`src/rtl/glitch_loader_if.sv`:
```
// Host-side byte stream, UART response and command FIFO write signals of glitch_loader.
interface glitch_loader_if;
    logic [7:0]  rx_data;
    logic        rx_valid;
    logic [7:0]  tx_data;
    logic        tx_valid;
    logic        tx_busy;
    logic        glitch_ready;
    logic        fifo_empty;
    logic        fifo_full;
    logic        fifo_we;
    logic [31:0] fifo_out;
    logic        fifo_clr;
    logic        busy;

    modport master (
        output rx_data, rx_valid, tx_busy, glitch_ready, fifo_empty, fifo_full,
        input  tx_data, tx_valid, fifo_we, fifo_out, fifo_clr, busy
    );

    modport slave (
        input  rx_data, rx_valid, tx_busy, glitch_ready, fifo_empty, fifo_full,
        output tx_data, tx_valid, fifo_we, fifo_out, fifo_clr, busy
    );
endinterface

```
`src/rtl/glitch_loader.sv`:
```
// Validates framed load packets from the host UART, writes glitch words into the
// command FIFO, pads it with no-op words until full and answers with ACK/NAK.
module glitch_loader #(
    parameter int unsigned FIFO_DEPTH = 16,
    parameter int unsigned TIMEOUT    = 50000,
    parameter logic [7:0]  SYNC_BYTE  = 8'hA5,
    parameter logic [7:0]  ACK_BYTE   = 8'h06,
    parameter logic [7:0]  NAK_BYTE   = 8'h15
) (
    input logic            clk_in,
    input logic            rst,
    glitch_loader_if.slave bus
);
    typedef enum logic [2:0] {
        S_IDLE, S_COUNT, S_DATA, S_PAD, S_WAITF, S_RESP, S_DRAIN
    } state_t;

    localparam logic [7:0]  DEPTH_B = 8'(FIFO_DEPTH);
    localparam logic [15:0] TO_LAST = 16'(TIMEOUT - 1);

    state_t      state_q;
    logic [7:0]  cnt_q;
    logic [7:0]  wcnt_q;
    logic [1:0]  bidx_q;
    logic [23:0] buf_q;
    logic [15:0] to_q;
    logic [7:0]  resp_q;
    logic [7:0]  tx_data_q;
    logic        tx_valid_q;
    logic        fifo_we_q;
    logic        fifo_clr_q;
    logic [31:0] fifo_out_q;
    logic        to_hit;

    assign to_hit       = (to_q == TO_LAST);
    assign bus.tx_data  = tx_data_q;
    assign bus.tx_valid = tx_valid_q;
    assign bus.fifo_we  = fifo_we_q;
    assign bus.fifo_clr = fifo_clr_q;
    assign bus.fifo_out = fifo_out_q;
    assign bus.busy     = (state_q != S_IDLE);

    always_ff @(posedge clk_in) begin
        if (rst) begin
            state_q    <= S_IDLE;
            cnt_q      <= '0;
            wcnt_q     <= '0;
            bidx_q     <= '0;
            buf_q      <= '0;
            to_q       <= '0;
            resp_q     <= '0;
            tx_data_q  <= '0;
            tx_valid_q <= 1'b0;
            fifo_we_q  <= 1'b0;
            fifo_clr_q <= 1'b0;
            fifo_out_q <= '0;
        end else begin
            fifo_we_q  <= 1'b0;
            fifo_clr_q <= 1'b0;
            case (state_q)
                S_IDLE: begin
                    if (bus.rx_valid && bus.rx_data == SYNC_BYTE) begin
                        to_q <= '0;
                        if (bus.glitch_ready && bus.fifo_empty) begin
                            state_q <= S_COUNT;
                        end else begin
                            resp_q  <= NAK_BYTE;
                            state_q <= S_DRAIN;
                        end
                    end
                end
                S_COUNT: begin
                    if (bus.rx_valid) begin
                        to_q <= '0;
                        if (bus.rx_data == 8'd0 || bus.rx_data > DEPTH_B) begin
                            resp_q  <= NAK_BYTE;
                            state_q <= S_DRAIN;
                        end else begin
                            cnt_q   <= bus.rx_data;
                            wcnt_q  <= '0;
                            bidx_q  <= '0;
                            state_q <= S_DATA;
                        end
                    end else if (to_hit) begin
                        fifo_clr_q <= 1'b1;
                        tx_data_q  <= NAK_BYTE;
                        tx_valid_q <= 1'b1;
                        state_q    <= S_RESP;
                    end else begin
                        to_q <= to_q + 16'd1;
                    end
                end
                S_DATA: begin
                    if (bus.rx_valid) begin
                        to_q <= '0;
                        if (bidx_q != 2'd3) begin
                            buf_q  <= {buf_q[15:0], bus.rx_data};
                            bidx_q <= bidx_q + 2'd1;
                        end else begin
                            bidx_q <= '0;
                            if (bus.fifo_full) begin
                                fifo_clr_q <= 1'b1;
                                resp_q     <= NAK_BYTE;
                                state_q    <= S_DRAIN;
                            end else begin
                                fifo_we_q  <= 1'b1;
                                fifo_out_q <= {buf_q, bus.rx_data};
                                wcnt_q     <= wcnt_q + 8'd1;
                                // last word still settles through WAITF so PAD sees the updated fifo_full
                                if (wcnt_q + 8'd1 == cnt_q) begin
                                    state_q <= S_WAITF;
                                end
                            end
                        end
                    end else if (to_hit) begin
                        fifo_clr_q <= 1'b1;
                        tx_data_q  <= NAK_BYTE;
                        tx_valid_q <= 1'b1;
                        state_q    <= S_RESP;
                    end else begin
                        to_q <= to_q + 16'd1;
                    end
                end
                S_PAD: begin
                    if (!bus.fifo_full) begin
                        fifo_we_q  <= 1'b1;
                        fifo_out_q <= '0;
                        state_q    <= S_WAITF;
                    end else begin
                        tx_data_q  <= ACK_BYTE;
                        tx_valid_q <= 1'b1;
                        state_q    <= S_RESP;
                    end
                end
                S_WAITF: state_q <= S_PAD;
                S_RESP: begin
                    if (!bus.tx_busy) begin
                        tx_valid_q <= 1'b0;
                        state_q    <= S_IDLE;
                    end
                end
                S_DRAIN: begin
                    if (bus.rx_valid) begin
                        to_q <= '0;
                    end else if (to_hit) begin
                        tx_data_q  <= resp_q;
                        tx_valid_q <= 1'b1;
                        state_q    <= S_RESP;
                    end else begin
                        to_q <= to_q + 16'd1;
                    end
                end
                default: state_q <= S_IDLE;
            endcase
        end
    end
endmodule
```
`src/flat_wrapper.sv`:
```
// flat-port wrapper written by rule: the top's interface ports become plain ports
module glitch_loader_flat 
#(
    parameter int unsigned FIFO_DEPTH = 16,
    parameter int unsigned TIMEOUT    = 50000,
    parameter logic [7:0]  SYNC_BYTE  = 8'hA5,
    parameter logic [7:0]  ACK_BYTE   = 8'h06,
    parameter logic [7:0]  NAK_BYTE   = 8'h15
)
  (clk_in, rst, bus_rx_data, bus_rx_valid, bus_tx_busy, bus_glitch_ready, bus_fifo_empty, bus_fifo_full, bus_tx_data, bus_tx_valid, bus_fifo_we, bus_fifo_out, bus_fifo_clr, bus_busy);
  glitch_loader_if bus_i ();
  input logic clk_in;
  input logic rst;
  input wire logic [$bits(bus_i.rx_data)-1:0] bus_rx_data;
  input wire logic [$bits(bus_i.rx_valid)-1:0] bus_rx_valid;
  input wire logic [$bits(bus_i.tx_busy)-1:0] bus_tx_busy;
  input wire logic [$bits(bus_i.glitch_ready)-1:0] bus_glitch_ready;
  input wire logic [$bits(bus_i.fifo_empty)-1:0] bus_fifo_empty;
  input wire logic [$bits(bus_i.fifo_full)-1:0] bus_fifo_full;
  output wire logic [$bits(bus_i.tx_data)-1:0] bus_tx_data;
  output wire logic [$bits(bus_i.tx_valid)-1:0] bus_tx_valid;
  output wire logic [$bits(bus_i.fifo_we)-1:0] bus_fifo_we;
  output wire logic [$bits(bus_i.fifo_out)-1:0] bus_fifo_out;
  output wire logic [$bits(bus_i.fifo_clr)-1:0] bus_fifo_clr;
  output wire logic [$bits(bus_i.busy)-1:0] bus_busy;
  assign bus_i.rx_data = bus_rx_data;
  assign bus_i.rx_valid = bus_rx_valid;
  assign bus_i.tx_busy = bus_tx_busy;
  assign bus_i.glitch_ready = bus_glitch_ready;
  assign bus_i.fifo_empty = bus_fifo_empty;
  assign bus_i.fifo_full = bus_fifo_full;
  assign bus_tx_data = bus_i.tx_data;
  assign bus_tx_valid = bus_i.tx_valid;
  assign bus_fifo_we = bus_i.fifo_we;
  assign bus_fifo_out = bus_i.fifo_out;
  assign bus_fifo_clr = bus_i.fifo_clr;
  assign bus_busy = bus_i.busy;
  glitch_loader #(.FIFO_DEPTH(FIFO_DEPTH), .TIMEOUT(TIMEOUT), .SYNC_BYTE(SYNC_BYTE), .ACK_BYTE(ACK_BYTE), .NAK_BYTE(NAK_BYTE)) u_core (.clk_in(clk_in), .rst(rst), .bus(bus_i));
endmodule
```
`config.mk`:
```
export PLATFORM = sky130hd
export DESIGN_NAME = glitch_loader_flat
export DESIGN_NICKNAME = d
export VERILOG_FILES = /design/src/rtl/glitch_loader_if.sv /design/src/rtl/glitch_loader.sv /design/src/flat_wrapper.sv
export SDC_FILE = /design/constraint.sdc
export NUM_CORES = 1
export LEC_CHECK = 0
export CAP_MARGIN = 20
export CORE_ASPECT_RATIO = 0.5
export CORE_MARGIN = 2
export CORE_UTILIZATION = 45
export DETAILED_ROUTE_END_ITERATION = 10
export PLACE_DENSITY = 0.67
export SYNTH_ARGS = -nofsm -noshare
export SYNTH_HDL_FRONTEND = slang
export SYNTH_SLANG_ARGS = --single-unit
```
`constraint.sdc`:
```
create_clock -name clk_in -period 3.3 [get_ports clk_in]
set_input_delay 0.825 -clock clk_in [delete_from_list [all_inputs] [get_ports clk_in]]
set_output_delay 0.825 -clock clk_in [all_outputs]
set_load 0.1 [all_outputs]
```
==> flow_metrics.tcl, run 1 <==
# metrics dict for downstream scripts
set metrics [dict create \
    post_cts_buffers 0 \
    ys_types 70 \
    finalClockPeriodUsage_pct 86.2 \
    synth_flops 100 \
    max-slew-margin-rel_pct 36.2 \
    grt_pass1_vias 3537 \
    swShare_pct 34.9 \
    ys_seq_share_pct 43.0 \
    numCtsBuffers 9 \
    fillers 949 \
    synth-edff-count 0 \
    die-area_sq_mm 0.0112 \
    hold_buffers 0 \
    worstSetupPathType "input port to flip-flop" \
    fin_worst_skew_ps 6.67 \
    cp.required_ps 3590 \
    cap_violations 0 \
    die-height_um 75.9 \
    power.switching_mw 1.14 \
    warning_count 26 \
    outcome "complete, no violations" \
    power_density_mw_per_mm2 596 \
    grt_pass1_wl_um 17600 \
    hpwl_um 7140 \
    p_int_mw 2.12 \
    antenna_found_initial 0 \
    worst_slew_pin_slew_ps 956 \
    area_leaders "dfxtp_1 (43%), nand2_1 (6.5%), a21oi_1 (5.2%), a22oi_1 (5.2%), nor2_1 (4.5%)" \
    wl_per_cell_um 14.8 \
    cp_max_fo 7 \
    io_pins 59 \
    fp-utilization_pct 46.0 \
    cts_tree "done" \
    synth_top_cell_by_area "dfxtp_1" \
    leakage_nw 2.01 \
    comb_area_sq_mm 0.00242 \
    synthArstFlopShare_pct 0 \
    num_vias 4007 \
    cts_resized 0 \
    hold_viol 0 \
    grt_remaining_overflow 0 \
    fmax_ghz 0.352 \
    yosysMostFrequentCell "dfxtp_1" \
    diodes 0 \
    rows 26 \
    setup_tns_ps 0 \
]
==> run 1: path summary, 6_finish.rpt <==
check,start,endpoint,slack [ps],depth (start not counted)
worst min-delay path,u_core.buf_q[17],u_core.buf_q[17],460,2
worst max register to register,u_core.state_q[0],u_core.to_q[4],910,5
worst max-delay path,bus_rx_valid,u_core.state_q[2],460,6
worst min register to register,u_core.buf_q[17],u_core.buf_q[17],460,2
==> run 1: metrics by stage <==
| step | setup WS (ps) | cell area (sq um) | instances |
|---|---|---|---|
| 2_1_floorplan | 839 | 4660 | 551 |
| 3_3_place_gp | 222 | 5160 | 715 |
| 3_5_place_dp | 99.0 | 5160 | 715 |
| 4_1_cts | 465 | 5480 | 731 |
| 5_1_grt | 207 | 5480 | 731 |
| 6_report | 456 | 5480 | 731 |
==> run 1: layout by cell type (no fill, tap or decap), drive strengths merged, types with 4 or more instances in the layout <==
cell type	n
a31oi	7
mux2i	18
and4	4
a21oi	50
nand4	4
and2	4
nor4	4
a21o	4
nand3	19
nor2b	4
buf	55
o21ai	9
and3	9
nand2b	17
clkbuf	9
nand2	81
xnor2	6
a311oi	6
a22oi	32
conb	4
nor3	4
dfxtp	100
o21a	4
clkdlybuf4s50	13
nor2	56
a21boi	6
inv	11
==> run 1: per-layer routing <==
metal | track usage [%] | up-vias | part of all wire (%)
met5 | 0 | - | 0
met4 | 5.98 | 0 | 1.3
met3 | 4.91 | 14 | 4.0
li1 | - | 2036 | -
met2 | 32.6 | 77 | 47
met1 | 26.0 | 1880 | 48
==> run 1: power by group through the flow <==
stage | Combinational, mW | Clock (mW) | Sequential, mW
after floorplan | 0.680 | 0 | 1.32
after global placement | 0.842 | 0 | 1.32
final | 0.844 | 1.13 | 1.29
after CTS | 0.846 | 1.15 | 1.29
after global routing | 0.932 | 1.20 | 1.30
after detailed placement | 0.844 | 0 | 1.32
==> run 1: sequential cells by signal (all words and copies together), names as in the netlist <==
register / count
u_core.wcnt_q: 8
u_core.to_q: 16
u_core.resp_q: 1
u_core.state_q: 3
u_core.bidx_q: 2
u_core.bus.fifo_clr: 1
u_core.buf_q: 24
u_core.bus.fifo_out: 32
u_core.bus.tx_valid: 1
u_core.bus.tx_data: 3
u_core.cnt_q: 8
u_core.bus.fifo_we: 1
==> run 1: cell families (layout without fill, tap and decap cells) <==
family / after synthesis / count (layout) / share of synthesized area, %
adder cells (fa/ha/maj): 3 / 3 / 0.807
flip-flops: 100 / 100 / 43.0
XOR/XNOR: 9 / 9 / 1.70
multiplexers: 19 / 19 / 4.12
AND/OR/NAND/NOR: 223 / 223 / 23.8
other: 1 / 4 / 0.0806
buffers and inverters: 50 / 90 / 5.14
AND-OR/OR-AND: 143 / 143 / 21.3
==> run 1: layout make-up <==
type                       count  share of cell area (%)
timing repair buffer          68                    9.87
sequential                   100                    36.6
inverter                       6                   0.411
multi-input combinational    401                    44.2
clock buffer                   9                    4.11
tap                          140                    3.20
clock inverter                 7                    1.62
==> run 1: worst max-delay path: stages <==
cell and delay (ps):
clkdlybuf4s50_1 710, nor4bb_1 400, a31o_1 290, nand2_1 90, o41ai_1 550, o221a_2 270
Figure 1. Cell density map (run 1).
15 x 8 tiles, from black (low) to pale yellow (high), 0 to 100% covered.
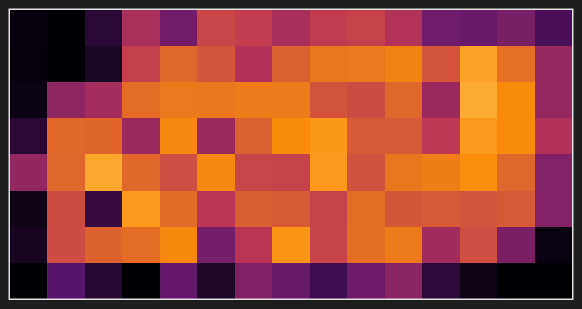
- tiles over 75% full: 7.5%
- emptiest ninth of the die: north-west
- mean over tiles: 47%

Figure 2. Routed metal, one color a layer (run 1).
The bar under the picture is 50 um long. Two of the layers only.
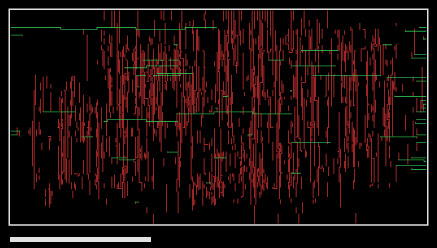
- M3: green (wire length 437 um)
- M2: red (wire length 5050 um)

Figure 3. Sequential cells grouped by signal name (run 1).
The bar under the picture is 50 um long. Other sequential cells in the stronger gray, the rest of the logic in the fainter gray.
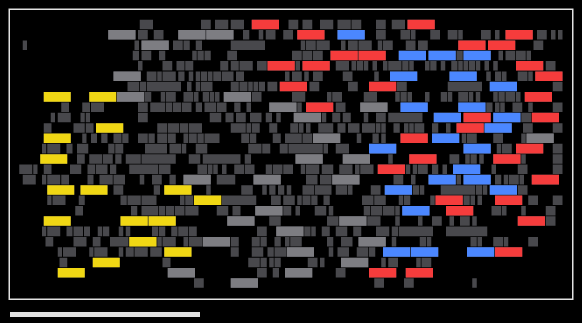
- u_core.buf_q: blue (sequential cells 24)
- u_core.bus.fifo_out: red (sequential cells 32)
- u_core.to_q: yellow (sequential cells 16)
- not colored: 28
final core occ: 54.1%
sequential share of cell area: 36.6%
Flop area: 0.00200 sq mm
P_seq: 1.29 mW

Figure 4. Track usage over the die (run 1).
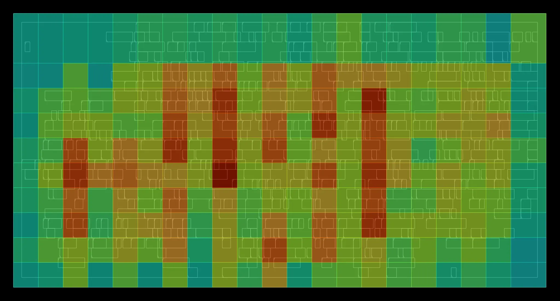
met3 usage in global routing: 4.91%
Top Usage Layer GRT: met2
global routing met1 resource utilization: 26.0%
M2 GR Usage: 32.6%
GRT Total Usage: 19.7%

==> run 2: changes to the inputs <==
==> constraint.sdc (replaced) <==
create_clock -name clk_in -period 3.3 [get_ports clk_in]
set_input_delay 0.33 -clock clk_in [delete_from_list [all_inputs] [get_ports clk_in]]
set_output_delay 0.33 -clock clk_in [all_outputs]
set_load 0.1 [all_outputs]
Figure 5. Placed cells, one color a class (run 2).
The bar under the picture is 50 um long. Fill, decap, tap and diode cells in gray.
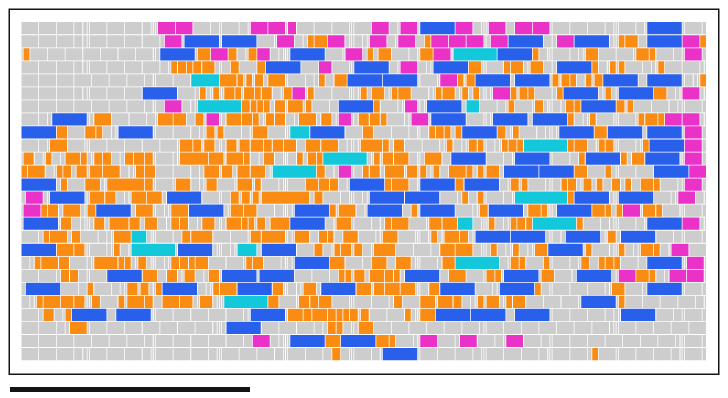
- remaining buffers and delay cells: magenta (cells 60)
- remaining logic cells: orange (cells 407)
- clock drivers and dummy loads: cyan (cells 16)
- registers: blue (cells 100)

==> flow_metrics.tcl, run 2 <==
# metrics dict for downstream scripts
set metrics [dict create \
    outcome "complete, no violations" \
    finalClockPeriodUsage_pct 75.3 \
    grt_usage_pct 19.1 \
    crit_chain "or3_1 -> a31o_1 -> a21oi_2 -> nand2b_1 -> mux2i_1" \
    cts_tree "done" \
    warning_count 26 \
    area_leaders "dfxtp_1 (43%), nand2_1 (6.5%), a21oi_1 (5.2%), a22oi_1 (5.2%), nor2_1 (4.5%)" \
    max-slew-margin-rel_pct 32.3 \
    antenna_found_initial 0 \
    stdcell_area_sq_mm 0.00552 \
    slowest_stage "a21oi_2" \
    critPathMaxStageDelay_ps 800 \
    fillers 921 \
    numCtsBuffers 9 \
    cap_violations 0 \
    cts_resized 0 \
    worstSetupPathType "flip-flop to flip-flop" \
    p_int_mw 2.10 \
    worst_slew_pin_slew_ps 1010 \
    ys_types 70 \
    placed_area_sq_mm 0.00520 \
    ys_seq_share_pct 43.0 \
    diodes 0 \
    rows 26 \
    cp_max_fo 24 \
    hpwl_um 6970 \
    synth-edff-count 0 \
    grt_pass1_wl_um 17100 \
    grt_remaining_overflow 0 \
    io_pins 59 \
    drv_slew 0 \
    fmax_ghz 0.402 \
    fin_worst_skew_ps 8.17 \
    leakage_nw 1.89 \
    setup_tns_ps 0 \
    post_cts_buffers 0 \
    final_cell_mix "dfxtp_1 (100), nand2_1 (81), nor2_1 (56)" \
    num_vias 4002 \
    hold_buffers 0 \
    comb_area_sq_mm 0.00242 \
    largest_reg_flops 32 \
    hold_viol 0 \
    synthArstFlopShare_pct 0 \
    die_x_um 148 \
    die-area_sq_mm 0.0112 \
    die-height_um 75.9 \
    cp.required_ps 3580 \
    swShare_pct 34.9 \
]
Figure 6. Cell density map (run 2).
15 x 8 tiles, from black (low) to pale yellow (high), 0 to 100% covered.
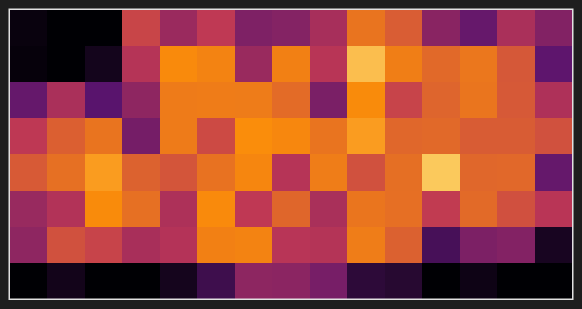
core region area: 0.0101 sq mm
final core occ: 54.5%
FP Util: 46.0%

run 2: cell counts after synthesis:
Identical to the previous run, type by type.
run 2: stage by stage:
step           setup slack [ps]  total power [mW]  util [%]  hold WS [ps]  cells
2_1_floorplan               839              2.00         -           437    551
3_3_place_gp                682              2.14      51.4           445    707
3_5_place_dp                602              2.14      51.4           453    707
4_1_cts                     782              3.25      54.5           256    723
5_1_grt                     594              3.38      54.5           265    723
6_report                    814              3.23      54.5           272    723
run 2: per-layer routing:
metal,GRT usage [%],share of wire (%),vias to the layer above
met5,0,0,-
li1,-,-,2017
met4,5.24,1.0,0
met2,30.4,46,85
met1,26.4,49,1890
met3,4.37,4.5,10
run 2: layout make-up:
class	count	area share (%)
inverter	6	0.408
tap	140	3.17
clock inverter	7	1.70
sequential	100	36.3
clock buffer	9	4.08
multi-input combinational	401	43.9
timing repair buffer	60	10.5
run 2: cell families (layout without fill, tap and decap cells):
logic type | Yosys count | count (layout) | synth area share (%)
AOI/OAI and AO/OA | 143 | 143 | 21.3
xor gates and xnor gates | 9 | 9 | 1.70
adders and majority gates | 3 | 3 | 0.807
buffers and inverters | 50 | 82 | 5.14
DFF | 100 | 100 | 43.0
muxes | 19 | 19 | 4.12
other | 1 | 4 | 0.0806
and+or+nand+nor | 223 | 223 | 23.8
run 2: power by group through the flow:
stage,Combinational (mW),Sequential [mW],Clock [mW]
6_report,0.782,1.34,1.11
5_1_grt,0.850,1.35,1.19
4_1_cts,0.780,1.34,1.13
3_5_place_dp,0.778,1.37,0
3_3_place_gp,0.766,1.37,0
2_1_floorplan,0.680,1.32,0
run 2: final timing paths:
check	cells after the start	from	slack, ps	to
worst max-delay path	5	u_core.state_q[2]	810	u_core.to_q[4]
worst min-delay path	2	rst	270	u_core.state_q[0]
worst max register to register	5	u_core.state_q[2]	810	u_core.to_q[4]
worst min register to register	2	u_core.bus.tx_data[0]	460	u_core.bus.tx_data[0]
run 2: worst max-delay path, delay by kind of cell, from the launching register on:
kind,cells,cell delay (ps)
mux,1,160
simple gates,2,620
flops,1,540
compound gates,2,1080
Power is estimated from default activity; no workload was simulated.
